==> src/rtl/decoder_n_reg_if.sv <==
// Select/handshake and decoded-output bundle for decoder_n_reg.
// The controller drives the master side; the decoder sits on the slave side.
interface decoder_n_reg_if #(
    parameter int SEL_W   = 3,
    parameter int DWELL_W = 8
);
    localparam int OUT_W = 2**SEL_W;

    logic [1:0]         mode;
    logic [SEL_W-1:0]   sel_in;
    logic               in_valid;
    logic               in_ready;
    logic [DWELL_W-1:0] dwell;
    logic [OUT_W-1:0]   out;
    logic [SEL_W-1:0]   out_idx;
    logic               out_valid;

    modport master (
        output mode, sel_in, in_valid, dwell,
        input  in_ready, out, out_idx, out_valid
    );

    modport slave (
        input  mode, sel_in, in_valid, dwell,
        output in_ready, out, out_idx, out_valid
    );
endinterface

==> src/rtl/decoder_n_reg.sv <==
// Registered N-to-2^N decoder with one-hot, thermometer and autonomous scan modes.
//   state  | meaning
//   IDLE   | after reset or leaving scan/reserved; out holds its last value
//   STATIC | one-hot/thermometer; each accept re-encodes out
//   SCAN   | walks a one-hot index, one step every dwell+1 cycles
module decoder_n_reg #(
    parameter int SEL_W   = 3,
    parameter int DWELL_W = 8
) (
    input  logic             sys_clk,
    input  logic             sys_rst_n,
    decoder_n_reg_if.slave   bus
);
    localparam int OUT_W = 2**SEL_W;

    localparam logic [1:0] MODE_SCAN = 2'b10;
    localparam logic [1:0] MODE_RSVD = 2'b11;

    typedef enum logic [1:0] {
        IDLE   = 2'd0,
        STATIC = 2'd1,
        SCAN   = 2'd2
    } state_t;

    state_t             state_q, state_d;
    logic [OUT_W-1:0]   out_q, out_d;
    logic [SEL_W-1:0]   idx_q, idx_d;
    logic               vld_q, vld_d;
    logic [DWELL_W-1:0] cnt_q, cnt_d;

    logic               accept;
    logic [SEL_W-1:0]   idx_inc;
    logic [OUT_W-1:0]   onehot_sel;
    logic [OUT_W-1:0]   therm_sel;
    logic [OUT_W-1:0]   onehot_inc;

    assign bus.in_ready = ~bus.mode[1];
    assign accept       = bus.in_valid & bus.in_ready;
    assign idx_inc      = idx_q + SEL_W'(1);

    // Bitwise compare keeps every encoding exactly OUT_W wide, including index OUT_W-1.
    always_comb begin
        onehot_sel = '0;
        therm_sel  = '0;
        onehot_inc = '0;
        for (int i = 0; i < OUT_W; i++) begin
            onehot_sel[i] = (i == int'(bus.sel_in));
            therm_sel[i]  = (i <= int'(bus.sel_in));
            onehot_inc[i] = (i == int'(idx_inc));
        end
    end

    always_comb begin
        state_d = state_q;
        out_d   = out_q;
        idx_d   = idx_q;
        vld_d   = 1'b0;
        cnt_d   = '0;
        case (state_q)
            IDLE, STATIC: begin
                if (bus.mode == MODE_SCAN) begin
                    state_d = SCAN;
                    out_d   = onehot_sel;
                    idx_d   = bus.sel_in;
                    vld_d   = 1'b1;
                end else if (accept) begin
                    state_d = STATIC;
                    out_d   = bus.mode[0] ? therm_sel : onehot_sel;
                    idx_d   = bus.sel_in;
                    vld_d   = 1'b1;
                end else if (bus.mode == MODE_RSVD) begin
                    state_d = IDLE;
                end
            end
            SCAN: begin
                if (bus.mode != MODE_SCAN) begin
                    state_d = IDLE;
                end else if (cnt_q == bus.dwell) begin
                    out_d = onehot_inc;
                    idx_d = idx_inc;
                    vld_d = 1'b1;
                end else begin
                    // dwell is live: if lowered below cnt_q, the counter rolls over first.
                    cnt_d = cnt_q + DWELL_W'(1);
                end
            end
            default: state_d = IDLE;
        endcase
    end

    always_ff @(posedge sys_clk) begin
        if (!sys_rst_n) begin
            state_q <= IDLE;
            out_q   <= OUT_W'(1);
            idx_q   <= '0;
            vld_q   <= 1'b0;
            cnt_q   <= '0;
        end else begin
            state_q <= state_d;
            out_q   <= out_d;
            idx_q   <= idx_d;
            vld_q   <= vld_d;
            cnt_q   <= cnt_d;
        end
    end

    assign bus.out       = out_q;
    assign bus.out_idx   = idx_q;
    assign bus.out_valid = vld_q;
endmodule

==> src/flat_wrapper.sv <==
// flat-port wrapper written by rule: the top's interface ports become plain ports
module decoder_n_reg_flat 
#(
    parameter int SEL_W   = 3,
    parameter int DWELL_W = 8
)
  (sys_clk, sys_rst_n, bus_mode, bus_sel_in, bus_in_valid, bus_dwell, bus_in_ready, bus_out, bus_out_idx, bus_out_valid);
  decoder_n_reg_if #(.SEL_W(SEL_W), .DWELL_W(DWELL_W)) bus_i ();
  input  logic sys_clk;
  input  logic sys_rst_n;
  input wire logic [$bits(bus_i.mode)-1:0] bus_mode;
  input wire logic [$bits(bus_i.sel_in)-1:0] bus_sel_in;
  input wire logic [$bits(bus_i.in_valid)-1:0] bus_in_valid;
  input wire logic [$bits(bus_i.dwell)-1:0] bus_dwell;
  output wire logic [$bits(bus_i.in_ready)-1:0] bus_in_ready;
  output wire logic [$bits(bus_i.out)-1:0] bus_out;
  output wire logic [$bits(bus_i.out_idx)-1:0] bus_out_idx;
  output wire logic [$bits(bus_i.out_valid)-1:0] bus_out_valid;
  assign bus_i.mode = bus_mode;
  assign bus_i.sel_in = bus_sel_in;
  assign bus_i.in_valid = bus_in_valid;
  assign bus_i.dwell = bus_dwell;
  assign bus_in_ready = bus_i.in_ready;
  assign bus_out = bus_i.out;
  assign bus_out_idx = bus_i.out_idx;
  assign bus_out_valid = bus_i.out_valid;
  decoder_n_reg #(.SEL_W(SEL_W), .DWELL_W(DWELL_W)) u_core (.sys_clk(sys_clk), .sys_rst_n(sys_rst_n), .bus(bus_i));
endmodule
==> config.mk <==
export PLATFORM = sky130hd
export DESIGN_NAME = decoder_n_reg_flat
export DESIGN_NICKNAME = d
export VERILOG_FILES = /design/src/rtl/decoder_n_reg_if.sv /design/src/rtl/decoder_n_reg.sv /design/src/flat_wrapper.sv
export SDC_FILE = /design/constraint.sdc
export NUM_CORES = 1
export LEC_CHECK = 0
export ABC_CLOCK_PERIOD_IN_PS = 1790
export CORE_MARGIN = 1.5
export CORE_UTILIZATION = 49
export DETAILED_ROUTE_END_ITERATION = 12
export PLACE_DENSITY = 0.83
export SLEW_MARGIN = 20
export SYNTH_ARGS = -nofsm -noshare
export SYNTH_HDL_FRONTEND = slang
export SYNTH_SLANG_ARGS = --single-unit
==> constraint.sdc <==
create_clock -name sys_clk -period 1.79 [get_ports sys_clk]
set_input_delay 0.2685 -clock sys_clk [delete_from_list [all_inputs] [get_ports sys_clk]]
set_output_delay 0.2685 -clock sys_clk [all_outputs]
set_load 0.01 [all_outputs]
==> impl_table.tex, run 1 <==
% Implementation results table
\begin{tabular}{lr}
\hline
Metric & Value \\
\hline
\multicolumn{2}{l}{\textbf{Final timing}} \\
Max Clk Rate & $\sim$600 MHz \\
Worst hold slack & 0.4991 ns \\
Final tally of max-slew violations & 0 \\
Final min period & 1.689 ns \\
Tcrit/Tclk final & 0.9437 \\
\multicolumn{2}{l}{\textbf{Synthesis}} \\
Synth Seq Share & 0.3545 \\
Top cells by instance count after synthesis & sky130\_fd\_sc\_hd\_\_dfxtp\_1 (22), sky130\_fd\_sc\_hd\_\_nor2\_1 (17), sky130\_fd\_sc\_hd\_\_a21oi\_1 (10), sky130\_fd\_sc\_hd\_\_xnor2\_1 (10) \\
\# Cells Yosys & approximately 150 \\
Synthesis-stage register bit count & 22 \\
Number of warnings issued by yosys & 0 \\
Most frequently used flop master after synthesis & sky130\_fd\_sc\_hd\_\_dfxtp\_1 \\
Top cell type by instance count after synthesis & sky130\_fd\_sc\_hd\_\_dfxtp\_1 \\
Unique masters post-synth & 35 \\
Largest cells by area after synthesis & sky130\_fd\_sc\_hd\_\_dfxtp\_1 (35\%), sky130\_fd\_sc\_hd\_\_xnor2\_1 (7.0\%), sky130\_fd\_sc\_hd\_\_ha\_1 (6.0\%), sky130\_fd\_sc\_hd\_\_nor2\_1 (5.1\%), sky130\_fd\_sc\_hd\_\_o22ai\_1 (4.5\%) \\
\multicolumn{2}{l}{\textbf{CTS}} \\
Insertion Delay late pin & 0.32 ns \\
Post CTS Setup Buffer Count & 0 \\
Inserted Clock Buffers & 3 \\
\multicolumn{2}{l}{\textbf{Floorplan}} \\
Total die area & roughly 2800 µm² \\
Die Span Y & about 53 µm \\
\multicolumn{2}{l}{\textbf{Critical path}} \\
Start point of the critical path & bus\_mode[1] \\
Biggest fanout along the worst timing path & 3 \\
Critical Path Source Type & primary input \\
Endpoint kind of the worst setup timing path & output pin \\
\multicolumn{2}{l}{\textbf{Global routing}} \\
Global-route wire length before repair & about 4700 µm \\
Via count of the first global-routing pass & $\sim$1100 \\
\multicolumn{2}{l}{\textbf{Power}} \\
Static Leak & between 0.6 and 0.7 nW \\
Int Power & roughly 0.9 mW \\
Share of power burned in registers & 0.445 \\
\multicolumn{2}{l}{\textbf{Finish}} \\
Area growth, synth to finish & 37.06\% \\
Final-layout fill cell count & between 150 and 200 \\
Proportion of layout cells with a drive suffix above 1 & 0.1282 \\
Layout Nets & 218 \\
\multicolumn{2}{l}{\textbf{Hold path}} \\
Worst Min Path Start & u\_core.bus.out[0]\$\_SDFFE\_PN1P\_ \\
\multicolumn{2}{l}{\textbf{Routing}} \\
Vias per cell & 5.329 \\
Routed len/inst & $\sim$13 µm \\
\multicolumn{2}{l}{\textbf{Place}} \\
Dpl hpwl & 2280 µm \\
Final estimated routing congestion in global placement & around 0.85 \\
Pre-CTS worst setup slack & -0.1293 ns \\
\multicolumn{2}{l}{\textbf{Status}} \\
Outcome & finished clean \\
\hline
\end{tabular}
-- run 1: worst paths after layout --
path,to,cells past startpoint,slack [ns]
min reg2reg,u_core.bus.out[0]$_SDFFE_PN1P_,2,0.50
min,u_core.bus.out[0]$_SDFFE_PN1P_,2,0.50
max reg2reg,u_core.bus.out[7]$_SDFFE_PN0P_,6,0.24
max,bus_in_ready,4,0.10
-- run 1: cell type report --
class                           count  area [µm²]  share of cell area
Timing Repair Buffer               45       407.9              0.2395
Multi-Input combinational cell    116       734.5              0.4313
Tap cell                           30       37.54             0.02204
Sequential cell                    22       440.4              0.2586
Clock buffer                        3       22.52             0.01323
Inverter                            8       30.03             0.01763
Clock inverter                      1       30.03             0.01763
-- run 1: per-layer routing --
metal,routed length [µm],part of all wire,GRT usage,vias up
li1,-,-,-,618
met3,186,0.064,0.05932,0
met5,0,0,0,-
met1,1332,0.46,0.3019,545
met4,0,0,0.02564,0
met2,1378,0.48,0.3724,36
-- run 1: metrics by stage --
step	cell area [µm²]	setup TNS, ns	util
2_1_floorplan	1242	0	-
3_3_place_gp	1650	-0.3713	0.6785
3_5_place_dp	1650	-0.7998	0.6785
4_1_cts	1703	0	0.7001
5_1_grt	1703	0	0.7001
6_report	1703	0	0.7001
-- run 1: sequential cells by signal, summed over array words and instances, names as in the netlist --
name	cells
u_core.state_q	2
u_core.bus.out	8
u_core.bus.out_idx	3
u_core.cnt_q	8
u_core.bus.out_valid	1
-- run 1: critical path, cell delays in order --
cell,delay (ns)
sky130_fd_sc_hd__clkdlybuf4s50_1,0.44
sky130_fd_sc_hd__buf_4,0.15
sky130_fd_sc_hd__inv_1,0.04
sky130_fd_sc_hd__clkdlybuf4s50_1,0.52
-- run 1: power groups by stage --
stage	registers, mW	logic, mW	clock network (mW)
after floorplan	0.557	0.132	0
after global placement	0.546	0.278	0
after detailed placement	0.547	0.286	0
after CTS	0.536	0.287	0.395
after global routing	0.540	0.312	0.415
final	0.536	0.288	0.381
-- run 1: cell families (layout without fill, tap and decap cells) --
| family | Yosys count | count (layout) | synth area share |
|---|---|---|---|
| AOI/OAI and AO/OA | 34 | 34 | 0.1692 |
| xor gates and xnor gates | 16 | 16 | 0.1128 |
| adders and majority gates | 6 | 6 | 0.06042 |
| buffers and inverters | 15 | 57 | 0.05438 |
| DFF | 22 | 22 | 0.3545 |
| muxes | 3 | 3 | 0.02518 |
| and+or+nand+nor | 57 | 57 | 0.2236 |
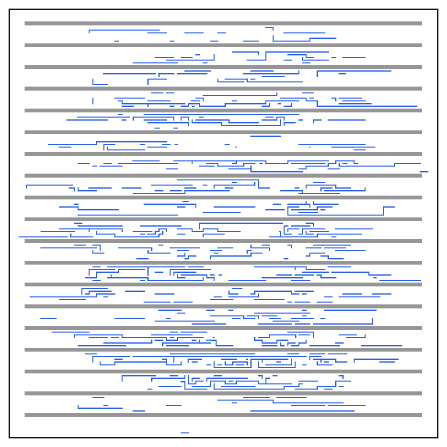
*The metal 1 layer, run 1*
Drawn at 8 px/µm. Supply wires on this layer in grey.
- main direction: horizontal
- nets with wire on the layer: 191
- share of all routed wire: 46%
- wire length on this layer: 1330 µm
- longest straight run: 21.6 µm

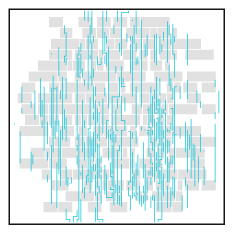
*Met2 routing, run 1*
Drawn at 4 px/µm.
- longest straight run: 21.8 µm
- wire length on this layer: 1380 µm

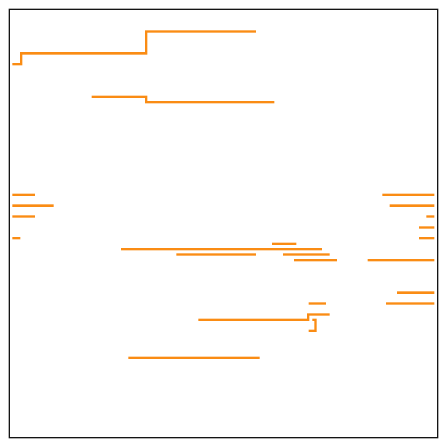
*M3 wires, run 1*
Drawn at 8 px/µm.
- wire length on this layer: 186 µm
- nets with wire on the layer: 23
- share of all routed wire: 6.4%
count of vias placed by the detailed router: 1199
post-detailed-routing wire length: 2897 µm
met3 Track Usage GR: 0.05932

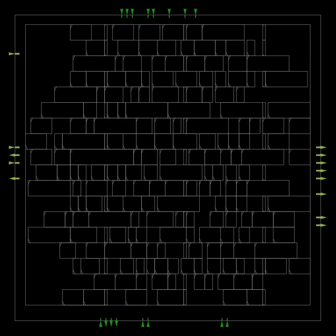
*Cell outlines without signal wires, run 1*
Core Footprint: 2432 µm²
number of placement rows: 18

### Ports around the boundary, run 1

Drawn at 8 px/µm. Pins as bars across the die edge, other pins in grey.
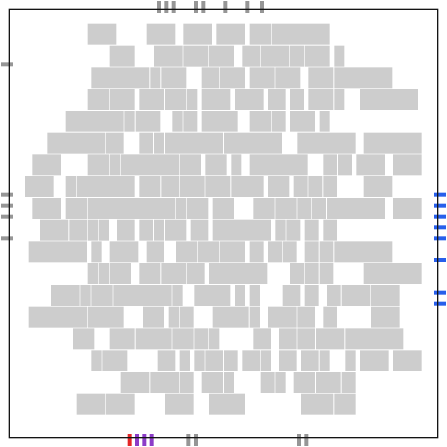

==> inputs of run 2 (changes only) <==
--- a/config.mk
+++ b/config.mk
@@ -5,9 +5,10 @@
 export SDC_FILE = /design/constraint.sdc
 export NUM_CORES = 1
 export LEC_CHECK = 0
+export ABC_AREA = 1
 export ABC_CLOCK_PERIOD_IN_PS = 1790
 export CORE_MARGIN = 1.5
-export CORE_UTILIZATION = 49
+export CORE_UTILIZATION = 50
 export DETAILED_ROUTE_END_ITERATION = 12
 export PLACE_DENSITY = 0.83
 export SLEW_MARGIN = 20
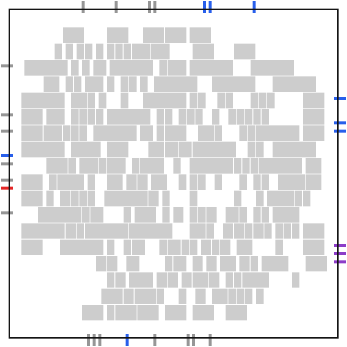
*Ports around the boundary, run 2*
Drawn at 6 px/µm. Pins as bars across the die edge, other pins in grey.
- purple: bus_out_idx (pins 3; direction output; edge east)
- red: sys_rst_n (pins 1; direction input; edge west)
- blue: bus_out (pins 8; direction output; edge 3 north, 3 east, 1 south, 1 west)

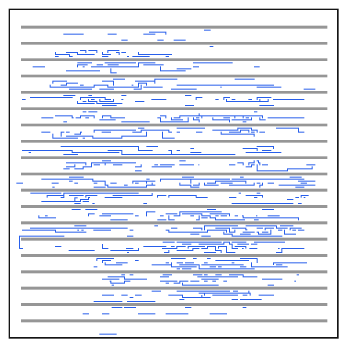
*The metal 1 layer, run 2*
Drawn at 6 px/µm. Supply wires on this layer in grey.
count of vias placed by the detailed router: 1265
post-detailed-routing wire length: 2517 µm
met1 track demand over resource in global routing: 0.2034

==> run 2 against run 1 <==
  * Sequential share of layout area up 0.35 points
  * Sequential cell count unchanged
  * Die area is 4.4% higher
  * Fmax is 2.7% higher
  * Sequential power decreased by 1%
  * Area after synthesis grew 6.8%
  * Final area fell by 1.3%
  * Non-clock buffer count shrank 13
  * Synthesized cell count is 28% higher
  * Critical endpoint unchanged
  * Largest cell class unchanged
  * Highest routed layer is now met4
==> impl_table.tex, run 2 <==
% Implementation results table
\begin{tabular}{lr}
\hline
Metric & Value \\
\hline
\multicolumn{2}{l}{\textbf{Status}} \\
Outcome & finished clean \\
\multicolumn{2}{l}{\textbf{Hold path}} \\
Worst Min Path Start & u\_core.state\_q[0]\$\_SDFFE\_PN0P\_ \\
Hold depth & 2 \\
Sink of the worst hold path & u\_core.state\_q[0]\$\_SDFFE\_PN0P\_ \\
\multicolumn{2}{l}{\textbf{Synthesis}} \\
Unique masters post-synth & 27 \\
Most frequently used flop master after synthesis & sky130\_fd\_sc\_hd\_\_dfxtp\_1 \\
Synth Seq Share & 0.3318 \\
\# Cells Yosys & 196 \\
Top cells by instance count after synthesis & sky130\_fd\_sc\_hd\_\_nand2\_1 (49), sky130\_fd\_sc\_hd\_\_nor2\_1 (33), sky130\_fd\_sc\_hd\_\_inv\_1 (26), sky130\_fd\_sc\_hd\_\_dfxtp\_1 (22), sky130\_fd\_sc\_hd\_\_nor3\_1 (8) \\
\multicolumn{2}{l}{\textbf{Final timing}} \\
Setup total negative slack & 0 ns \\
Worst hold slack & 0.4723 ns \\
\multicolumn{2}{l}{\textbf{Finish}} \\
Final-layout fill cell count & roughly 220 \\
Proportion of layout cells with a drive suffix above 1 & 0.1004 \\
Area growth, synth to finish & 26.58\% \\
Layout Nets & about 250 \\
\multicolumn{2}{l}{\textbf{Critical path}} \\
Crit path buffers/inverters & 3 \\
Critical R2R Capture & u\_core.bus.out[4]\$\_SDFFE\_PN0P\_ \\
R2R cell count & 9 \\
Slowest stage cell, crit path & sky130\_fd\_sc\_hd\_\_clkdlybuf4s50\_1 \\
Cell seen most often among critical-path stages & sky130\_fd\_sc\_hd\_\_clkdlybuf4s50\_1 \\
Worst R2R Setup Slack & between 0.3 and 0.4 ns \\
Family with the most delay on the worst path & buffers and inverters \\
List of cells traversed by the critical path & clkdlybuf4s50\_1, inv\_1, clkdlybuf4s50\_1 \\
Critical Path Source Type & primary input \\
\multicolumn{2}{l}{\textbf{Routing}} \\
Vias per cell & slightly below 5 \\
Routed len/inst & 9.718 µm \\
\multicolumn{2}{l}{\textbf{Floorplan}} \\
Number of placement rows & 18 \\
Die Span Y & approximately 55 µm \\
Total die area & 2973 µm² \\
Core Footprint & about 2500 µm² \\
\multicolumn{2}{l}{\textbf{Power}} \\
Int Power & between 0.7 and 0.8 mW \\
Share of power burned in registers & 0.498 \\
\multicolumn{2}{l}{\textbf{Place}} \\
Pre-CTS worst setup slack & about 0.09 ns \\
Final estimated routing congestion in global placement & 0.8695 \\
Dpl hpwl & 1952 µm \\
Area post-placement & 1644 µm² \\
\multicolumn{2}{l}{\textbf{CTS}} \\
Inserted Clock Buffers & 3 \\
\multicolumn{2}{l}{\textbf{Global routing}} \\
Global-route wire length before repair & 4064 µm \\
\hline
\end{tabular}
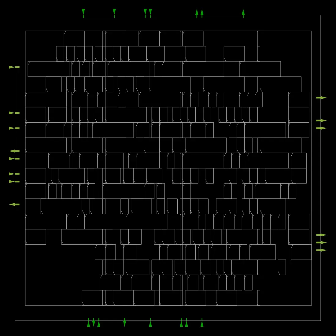
*Cell outlines without signal wires, run 2*
Core Util, Final: 0.6722
fraction of standard cell area that is sequential: 0.2621

==> run 2: netlist changes by cell type after synthesis, moves of 6 or more <==
cell / delta
sky130_fd_sc_hd__nand2_1: +40
sky130_fd_sc_hd__o22ai_1: -7
sky130_fd_sc_hd__inv_1: +19
sky130_fd_sc_hd__nor2_1: +16
sky130_fd_sc_hd__a21oi_1: -6
==> run 2: worst max-delay path by stage <==
stage	start	to	cells after the start
final	bus_mode[1]	bus_in_ready	3
after global routing	u_core.bus.out_idx[0]$_SDFFE_PN0P_	bus_out_idx[0]	2
after CTS	bus_mode[1]	bus_in_ready	3
after detailed placement	bus_dwell[7]	u_core.bus.out[4]$_SDFFE_PN0P_	9
after global placement	bus_dwell[7]	u_core.bus.out[4]$_SDFFE_PN0P_	9
after floorplan	u_core.bus.out_idx[0]$_SDFFE_PN0P_	u_core.bus.out[3]$_SDFFE_PN0P_	10
==> run 2: final cells by class <==
| class | instances | area (µm²) | share of cell area |
|---|---|---|---|
| Timing Repair Buffer | 32 | 310.3 | 0.1847 |
| Inverter | 30 | 112.6 | 0.06701 |
| Tap cell | 30 | 37.54 | 0.02234 |
| Multi-Input combinational cell | 141 | 743.2 | 0.4423 |
| Clock buffer | 4 | 36.28 | 0.02159 |
| Sequential cell | 22 | 440.4 | 0.2621 |
==> run 2: per-stage QoR <==
stage	util	total power [mW]	cells
global route	0.6722	1.120	259
floorplan	-	0.6950	196
global placement	0.6577	0.8059	255
CTS	0.6722	1.072	259
finish	0.6722	1.065	259
detailed placement	0.6577	0.8085	255
==> run 2: cells by family after synthesis <==
kind of cell	after synthesis	share of synthesized area
xor gates and xnor gates	8	0.05278
AOI/OAI and AO/OA	17	0.07446
DFF	22	0.3318
and+or+nand+nor	110	0.3761
buffers and inverters	33	0.1084
adders and majority gates	6	0.05655
==> run 2: worst min-delay path, cell delays in order, from the launching register on <==
cell,delay [ns]
sky130_fd_sc_hd__dfxtp_1,0.32
sky130_fd_sc_hd__inv_2,0.06
sky130_fd_sc_hd__a21oi_1,0.06
==> run 2: per-layer routing <==
layer,vias to the layer above,share of wire,wire length (µm),GRT usage
met3,4,0.040,101,0.05191
met4,0,0.012,30,0.06250
met5,-,0,0,0
met1,552,0.45,1128,0.2034
met2,36,0.50,1257,0.3474
li1,673,-,-,-
==> run 2: power groups by stage <==
| stage | Clock (mW) | Sequential (mW) | Combinational [mW] |
|---|---|---|---|
| after floorplan | 0 | 0.555 | 0.140 |
| after global placement | 0 | 0.541 | 0.265 |
| after detailed placement | 0 | 0.542 | 0.267 |
| after CTS | 0.273 | 0.531 | 0.268 |
| after global routing | 0.285 | 0.533 | 0.301 |
| final | 0.268 | 0.530 | 0.267 |
Power is estimated from default activity; no workload was simulated.
